## src/rtl/fifo_rd_packer_pkg.sv

```systemverilog
// Shared types and width helpers for the FIFO read-side packer.
package fifo_pkg;

  typedef enum logic {
    FILL = 1'b0,
    HOLD = 1'b1
  } pack_state_e;

  localparam int RATIO_DEF   = 4;
  localparam int TIMEOUT_DEF = 16;

  function automatic int idx_width(input int ratio);
    return (ratio < 2) ? 1 : $clog2(ratio);
  endfunction

  function automatic int tmr_width(input int timeout);
    return (timeout < 1) ? 1 : $clog2(timeout + 1);
  endfunction

  localparam int IDX_W = idx_width(RATIO_DEF);
  localparam int TMR_W = tmr_width(TIMEOUT_DEF);

endpackage

```

## src/rtl/fifo_rd_packer_if.sv

```systemverilog
// FIFO read port plus packed-beat valid/ready bus; master is the packer side.
interface fifo_rd_packer_if #(
  parameter int WIDTH = 8,
  parameter int RATIO = 4
);
  logic                     i_fifo_empty;
  logic [WIDTH-1:0]         i_fifo_data;
  logic                     o_fifo_rd_en;
  logic                     i_flush;
  logic                     o_valid;
  logic                     i_ready;
  logic [WIDTH*RATIO-1:0]   o_data;
  logic [RATIO-1:0]         o_keep;
  logic                     o_last;
  logic [15:0]              o_beat_cnt;

  modport master (
    input  i_fifo_empty, i_fifo_data, i_flush, i_ready,
    output o_fifo_rd_en, o_valid, o_data, o_keep, o_last, o_beat_cnt
  );

  modport slave (
    output i_fifo_empty, i_fifo_data, i_flush, i_ready,
    input  o_fifo_rd_en, o_valid, o_data, o_keep, o_last, o_beat_cnt
  );
endinterface

```

## src/rtl/fifo_rd_packer_idle_timer.sv

```systemverilog
// Idle counter for a partially filled beat; expire is a combinational pulse on
// the cycle whose incremented count reaches TIMEOUT (never fires when TIMEOUT=0).
module pack_idle_timer
  import fifo_pkg::*;
#(
  parameter int TIMEOUT = 16
) (
  input  logic clk,
  input  logic rst_n,
  input  logic clear,
  input  logic enable,
  output logic expire
);
  localparam int TW = tmr_width(TIMEOUT);

  logic [TW-1:0] cnt;
  logic [TW:0]   cnt_inc;

  assign cnt_inc = {1'b0, cnt} + 1'b1;
  assign expire  = (TIMEOUT != 0) && enable && !clear && (cnt_inc == (TW+1)'(TIMEOUT));

  always_ff @(posedge clk or negedge rst_n) begin
    if (!rst_n) begin
      cnt <= '0;
    end else if (clear || !enable || expire) begin
      cnt <= '0;
    end else begin
      cnt <= cnt_inc[TW-1:0];
    end
  end
endmodule

```

## src/rtl/fifo_rd_packer.sv

```systemverilog
// Packs RATIO show-ahead FIFO words into one wide beat; partial beats close on
// idle timeout or flush and are tagged with keep/last.
module fifo_rd_packer
  import fifo_pkg::*;
#(
  parameter int WIDTH   = 8,
  parameter int RATIO   = 4,
  parameter int TIMEOUT = 16
) (
  input  logic              i_rd_clk,
  input  logic              i_rd_rstn,
  fifo_rd_packer_if.master  bus
);
  localparam int                  IDX_BITS = idx_width(RATIO);
  localparam logic [IDX_BITS-1:0] LAST_IDX = IDX_BITS'(RATIO - 1);

  pack_state_e                 state;
  logic [IDX_BITS-1:0]         idx;
  logic [RATIO-1:0][WIDTH-1:0] lanes;
  logic [RATIO-1:0]            keep;
  logic                        last_q;
  logic                        valid_q;
  logic [15:0]                 beat_cnt;
  logic                        pop;
  logic                        tmr_en;
  logic                        expire;

  // Popping in HOLD is only allowed on the acceptance cycle, straight into lane 0.
  assign pop    = i_rd_rstn && !bus.i_fifo_empty && ((state == FILL) || bus.i_ready);
  assign tmr_en = (state == FILL) && (idx != '0);

  pack_idle_timer #(.TIMEOUT(TIMEOUT)) u_idle_timer (
    .clk    (i_rd_clk),
    .rst_n  (i_rd_rstn),
    .clear  (pop),
    .enable (tmr_en),
    .expire (expire)
  );

  always_ff @(posedge i_rd_clk or negedge i_rd_rstn) begin
    if (!i_rd_rstn) begin
      state    <= FILL;
      idx      <= '0;
      lanes    <= '0;
      keep     <= '0;
      last_q   <= 1'b0;
      valid_q  <= 1'b0;
      beat_cnt <= '0;
    end else if (state == FILL) begin
      if (pop) begin
        lanes[idx] <= bus.i_fifo_data;
        keep[idx]  <= 1'b1;
      end
      if (pop && (idx == LAST_IDX)) begin
        state   <= HOLD;
        valid_q <= 1'b1;
        last_q  <= bus.i_flush;
        idx     <= '0;
      end else if ((bus.i_flush && (pop || (idx != '0))) || expire) begin
        state   <= HOLD;
        valid_q <= 1'b1;
        last_q  <= 1'b1;
        idx     <= '0;
      end else if (pop) begin
        idx <= idx + 1'b1;
      end
    end else if (bus.i_ready) begin
      state    <= FILL;
      valid_q  <= 1'b0;
      last_q   <= 1'b0;
      beat_cnt <= beat_cnt + 1'b1;
      lanes    <= '0;
      if (pop) begin
        lanes[0] <= bus.i_fifo_data;
        keep     <= RATIO'(1);
        idx      <= IDX_BITS'(1);
      end else begin
        keep <= '0;
        idx  <= '0;
      end
    end
  end

  assign bus.o_fifo_rd_en = pop;
  assign bus.o_valid      = valid_q;
  assign bus.o_data       = lanes;
  assign bus.o_keep       = keep;
  assign bus.o_last       = last_q;
  assign bus.o_beat_cnt   = beat_cnt;
endmodule

```

## src/flat_wrapper.sv

```systemverilog
// flat-port wrapper written by rule: the top's interface ports become plain ports
module fifo_rd_packer_flat import fifo_pkg::*;
#(
  parameter int WIDTH   = 8,
  parameter int RATIO   = 4,
  parameter int TIMEOUT = 16
)
  (i_rd_clk, i_rd_rstn, bus_i_fifo_empty, bus_i_fifo_data, bus_i_flush, bus_i_ready, bus_o_fifo_rd_en, bus_o_valid, bus_o_data, bus_o_keep, bus_o_last, bus_o_beat_cnt);
  fifo_rd_packer_if #(.WIDTH(WIDTH), .RATIO(RATIO)) bus_i ();
  input  logic i_rd_clk;
  input  logic i_rd_rstn;
  input wire logic [$bits(bus_i.i_fifo_empty)-1:0] bus_i_fifo_empty;
  input wire logic [$bits(bus_i.i_fifo_data)-1:0] bus_i_fifo_data;
  input wire logic [$bits(bus_i.i_flush)-1:0] bus_i_flush;
  input wire logic [$bits(bus_i.i_ready)-1:0] bus_i_ready;
  output wire logic [$bits(bus_i.o_fifo_rd_en)-1:0] bus_o_fifo_rd_en;
  output wire logic [$bits(bus_i.o_valid)-1:0] bus_o_valid;
  output wire logic [$bits(bus_i.o_data)-1:0] bus_o_data;
  output wire logic [$bits(bus_i.o_keep)-1:0] bus_o_keep;
  output wire logic [$bits(bus_i.o_last)-1:0] bus_o_last;
  output wire logic [$bits(bus_i.o_beat_cnt)-1:0] bus_o_beat_cnt;
  assign bus_i.i_fifo_empty = bus_i_fifo_empty;
  assign bus_i.i_fifo_data = bus_i_fifo_data;
  assign bus_i.i_flush = bus_i_flush;
  assign bus_i.i_ready = bus_i_ready;
  assign bus_o_fifo_rd_en = bus_i.o_fifo_rd_en;
  assign bus_o_valid = bus_i.o_valid;
  assign bus_o_data = bus_i.o_data;
  assign bus_o_keep = bus_i.o_keep;
  assign bus_o_last = bus_i.o_last;
  assign bus_o_beat_cnt = bus_i.o_beat_cnt;
  fifo_rd_packer #(.WIDTH(WIDTH), .RATIO(RATIO), .TIMEOUT(TIMEOUT)) u_core (.i_rd_clk(i_rd_clk), .i_rd_rstn(i_rd_rstn), .bus(bus_i));
endmodule
```

## config.mk

```make
export PLATFORM = sky130hd
export DESIGN_NAME = fifo_rd_packer_flat
export DESIGN_NICKNAME = d
export VERILOG_FILES = /design/src/rtl/fifo_rd_packer_pkg.sv /design/src/rtl/fifo_rd_packer_if.sv /design/src/rtl/fifo_rd_packer_idle_timer.sv /design/src/rtl/fifo_rd_packer.sv /design/src/flat_wrapper.sv
export SDC_FILE = /design/constraint.sdc
export NUM_CORES = 1
export LEC_CHECK = 0
export ABC_AREA = 1
export CORE_MARGIN = 2
export CORE_UTILIZATION = 38
export DETAILED_ROUTE_END_ITERATION = 10
export MAX_ROUTING_LAYER = met4
export PLACE_DENSITY_LB_ADDON = 0.05
export RECOVER_POWER = 50
export SYNTH_ARGS = -nofsm -noshare
export SYNTH_HDL_FRONTEND = slang
export SYNTH_SLANG_ARGS = --single-unit
```

## constraint.sdc

```tcl
create_clock -name i_rd_clk -period 1.7 [get_ports i_rd_clk]
set_input_delay 0.51 -clock i_rd_clk [delete_from_list [all_inputs] [get_ports i_rd_clk]]
set_output_delay 0.51 -clock i_rd_clk [all_outputs]
set_load 0.005 [all_outputs]
```

### Pin placement, run 1

(4 px per um) Pins as bars across the die edge, other pins in grey.
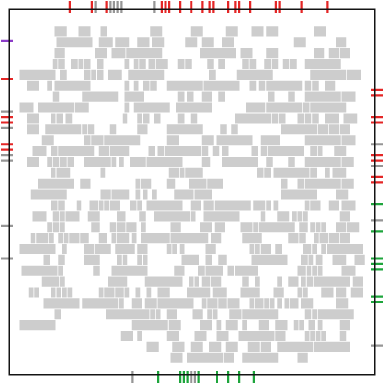
[`i_rd_clk`] purple | pins: 1 | direction: input | edge: left
[`bus_o_beat_cnt`] green | pins: 16 | direction: output | edge: 9 bottom, 7 right
[`bus_o_data`] red | pins: 32 | direction: output | edge: 19 top, 8 right, 5 left
all pins by edge: 25 top, 19 right, 12 left, 12 bottom

### Routed metal, one colour a layer, run 1

(4 px per um) Only two layers are drawn.
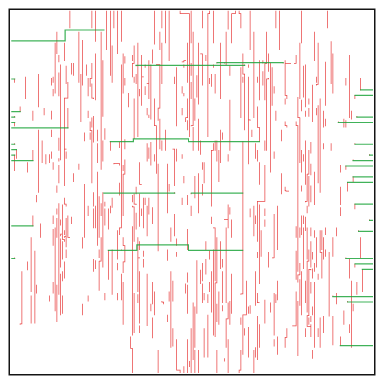
[metal 2] red | wire length: 3140 um
[metal 3] green | wire length: 301 um

### Placed standard cells, run 1

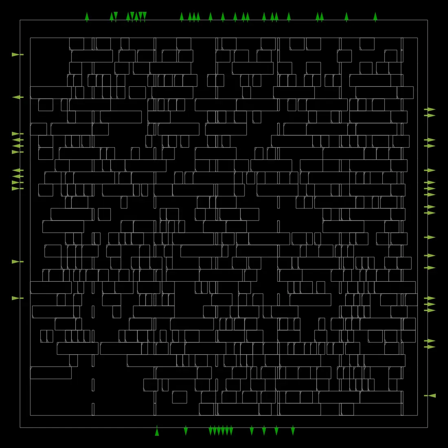
num sequential: 62
num rows: 31
number of tap cells inserted: 99
final-layout fill cell count: 708
final core utilization: 0.569

==> notes.md, run 1 <==
Physical design

The flow ran to the end, and the final reports show no timing, DRC or antenna violations. After floorplanning, the die was sized to cover 0.00829 mm2. For reference, the most critical setup path is categorized as in -> out. Signal routing reaches up to met4. The group that draws the most power in this run is registers.

Per the log, the first TritonRoute iteration ended with a DRC count of 121. The total cell area reported by yosys after synthesis stands at 0.00288 mm2. The global-route wire length before repair stands at ~11 mm. The timing report shows that the slowest cell on the worst path is sky130_fd_sc_hd__dlygate4sd2_1. The post-detailed-route DRC marker count stands at 0. The area overhead of the layout relative to synthesis stands at 44.2%. The fraction of area in clock buffers and inverters stands at 0.0458. The congestion estimate from routability-driven global placement came to slightly above 0.8. Including well taps, the total number of placed cells is 491.

The worst register-to-register path begins at u_core.state. The total detailed-routing wirelength stands at 6.82 mm. In the final report, the number of hold violations comes to 0.

The worst slew margin relative to its limit stands at 0.426. Derived from the worst setup path, the maximum achievable clock frequency is between 0.6 and 0.7 GHz. The max-capacitance violation count stands at 0. Of the post-synthesis cell area, the dominant cell type holds 0.539. The register with the most flip-flops in the layout has 32 of them. The routed design could run at a clock period as short as 1620 ps. For this run, the script counts the antenna cells in the layout as 0. In the global route stage, overall resource usage came out at 0.181. The footprint of the flip-flops and latches stands at approximately 0.0016 mm2.

The final max-slew violation count recorded for this run is 0. The share of the Yosys chip area taken by registers is 0.539. The kind of cell with the highest combined delay along the critical path is buffers and inverters.

After routing the design area is ~0.0042 mm2. The number of global-route vias before repair stands at 2392. The synth_stat.txt file lists the number of cells as 311. Per the cell usage report, the commonest logic cell in the layout is sky130_fd_sc_hd__dfrtp_1. STA reports a reg2reg setup slack of 130 ps. The area of the core region stands at 0.00729 mm2. For the clock group, total power comes out at 1.25 mW. The non-clock inverter total of the final layout stands at 43. The count of library flops with an enable pin stands at 0.

The xor and xnor fraction of the mapped netlist area stands at 0.0335. The count of warning messages emitted by the tools stands at 30.
## Run 2: what changed since run 1
CTS_BUF_LIST = sky130_fd_sc_hd__clkbuf_8 sky130_fd_sc_hd__clkbuf_16   (was default)
### Sizing map, run 2

(4 px per um)
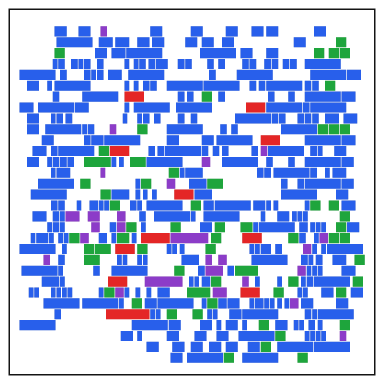
[_3 and _4 cells] green | cells: 60 | most used: buf_4
[_2 cells] purple | cells: 26
[_0 and _1 cells] blue | cells: 343 | most used: dfrtp_1
[_6 and larger] red | cells: 11 | most used: clkbuf_8

### Routed metal, one colour a layer, run 2

(4 px per um) Only two layers are drawn.
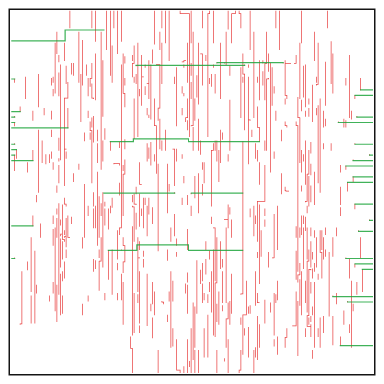
[metal 3] green | wire length: 301 um
[metal 2] red | wire length: 3140 um

==> notes.md, run 2 <==
Physical design

The final critical-path required period stands at 1620 ps (unchanged). The max-capacitance violation count stands at 0 (unchanged). The startpoint-to-endpoint class of the critical path is in -> out (unchanged). The DRC violation total after the first TritonRoute iteration stands at 121 (unchanged). The area overhead of the layout relative to synthesis stands at 44.2% (unchanged). Unrepaired setup endpoints after global routing: false (unchanged). The share of the synthesized area in the top cell type stands at 0.539 (unchanged).

The total cell area reported by yosys after synthesis stands at 0.00288 mm2 (unchanged). The total overflow reported by the global router came to 0 (unchanged). The upper clock frequency limit stands at 0.617 GHz (unchanged). The worst reg-to-reg setup slack came to 130 ps (about the same). The count of warning messages emitted by the tools stands at 30 (unchanged). The number of placement rows is 31 (unchanged). The final-layout fill cell count came to 708 (unchanged). The area of the die came to 0.00829 mm2 (unchanged).

The slowest stage cell on the critical path was sky130_fd_sc_hd__dlygate4sd2_1 (unchanged). The non-clock inverter total of the final layout stands at 43 (unchanged). Outcome: complete, no violations (unchanged). The post-detailed-route DRC marker count stands at 0 (unchanged).

The sequential cell count stands at 62 (unchanged). The clock group power stands at 1.25 mW (about the same). The xor and xnor fraction of the mapped netlist area is 0.0335 (unchanged). The count of buffering cells on the critical path with inverters included stands at 4 (unchanged). The number of flip-flops in the largest register came to 32 (unchanged). The utilization after layout stands at 0.569 (unchanged).

The total placed cells including tap cells stands at 491 (unchanged). The global-route wire length before repair came to 11.4 mm (unchanged). The footprint of the flip-flops and latches came to 0.00155 mm2 (unchanged). The number of antenna diodes came to 0 (unchanged). The number of cell instances after yosys synthesis stands at 311 (unchanged). The last weighted congestion value of the routability-driven placer came to 0.824 (unchanged).

The area of the core region stands at 0.00729 mm2 (unchanged). The fraction of area in clock buffers and inverters came to 0.0458 (about the same). The kind of cell with the highest combined delay on the critical path is buffers and inverters (unchanged). The post-route standard cell area excluding fillers stands at 0.00415 mm2 (unchanged). The count of library flops with an enable pin was 0 (unchanged). The worst slew margin relative to its limit came to 0.426 (about the same).

The number of global-route vias before repair stands at 2392 (unchanged).
Power is estimated from default activity; no workload was simulated.
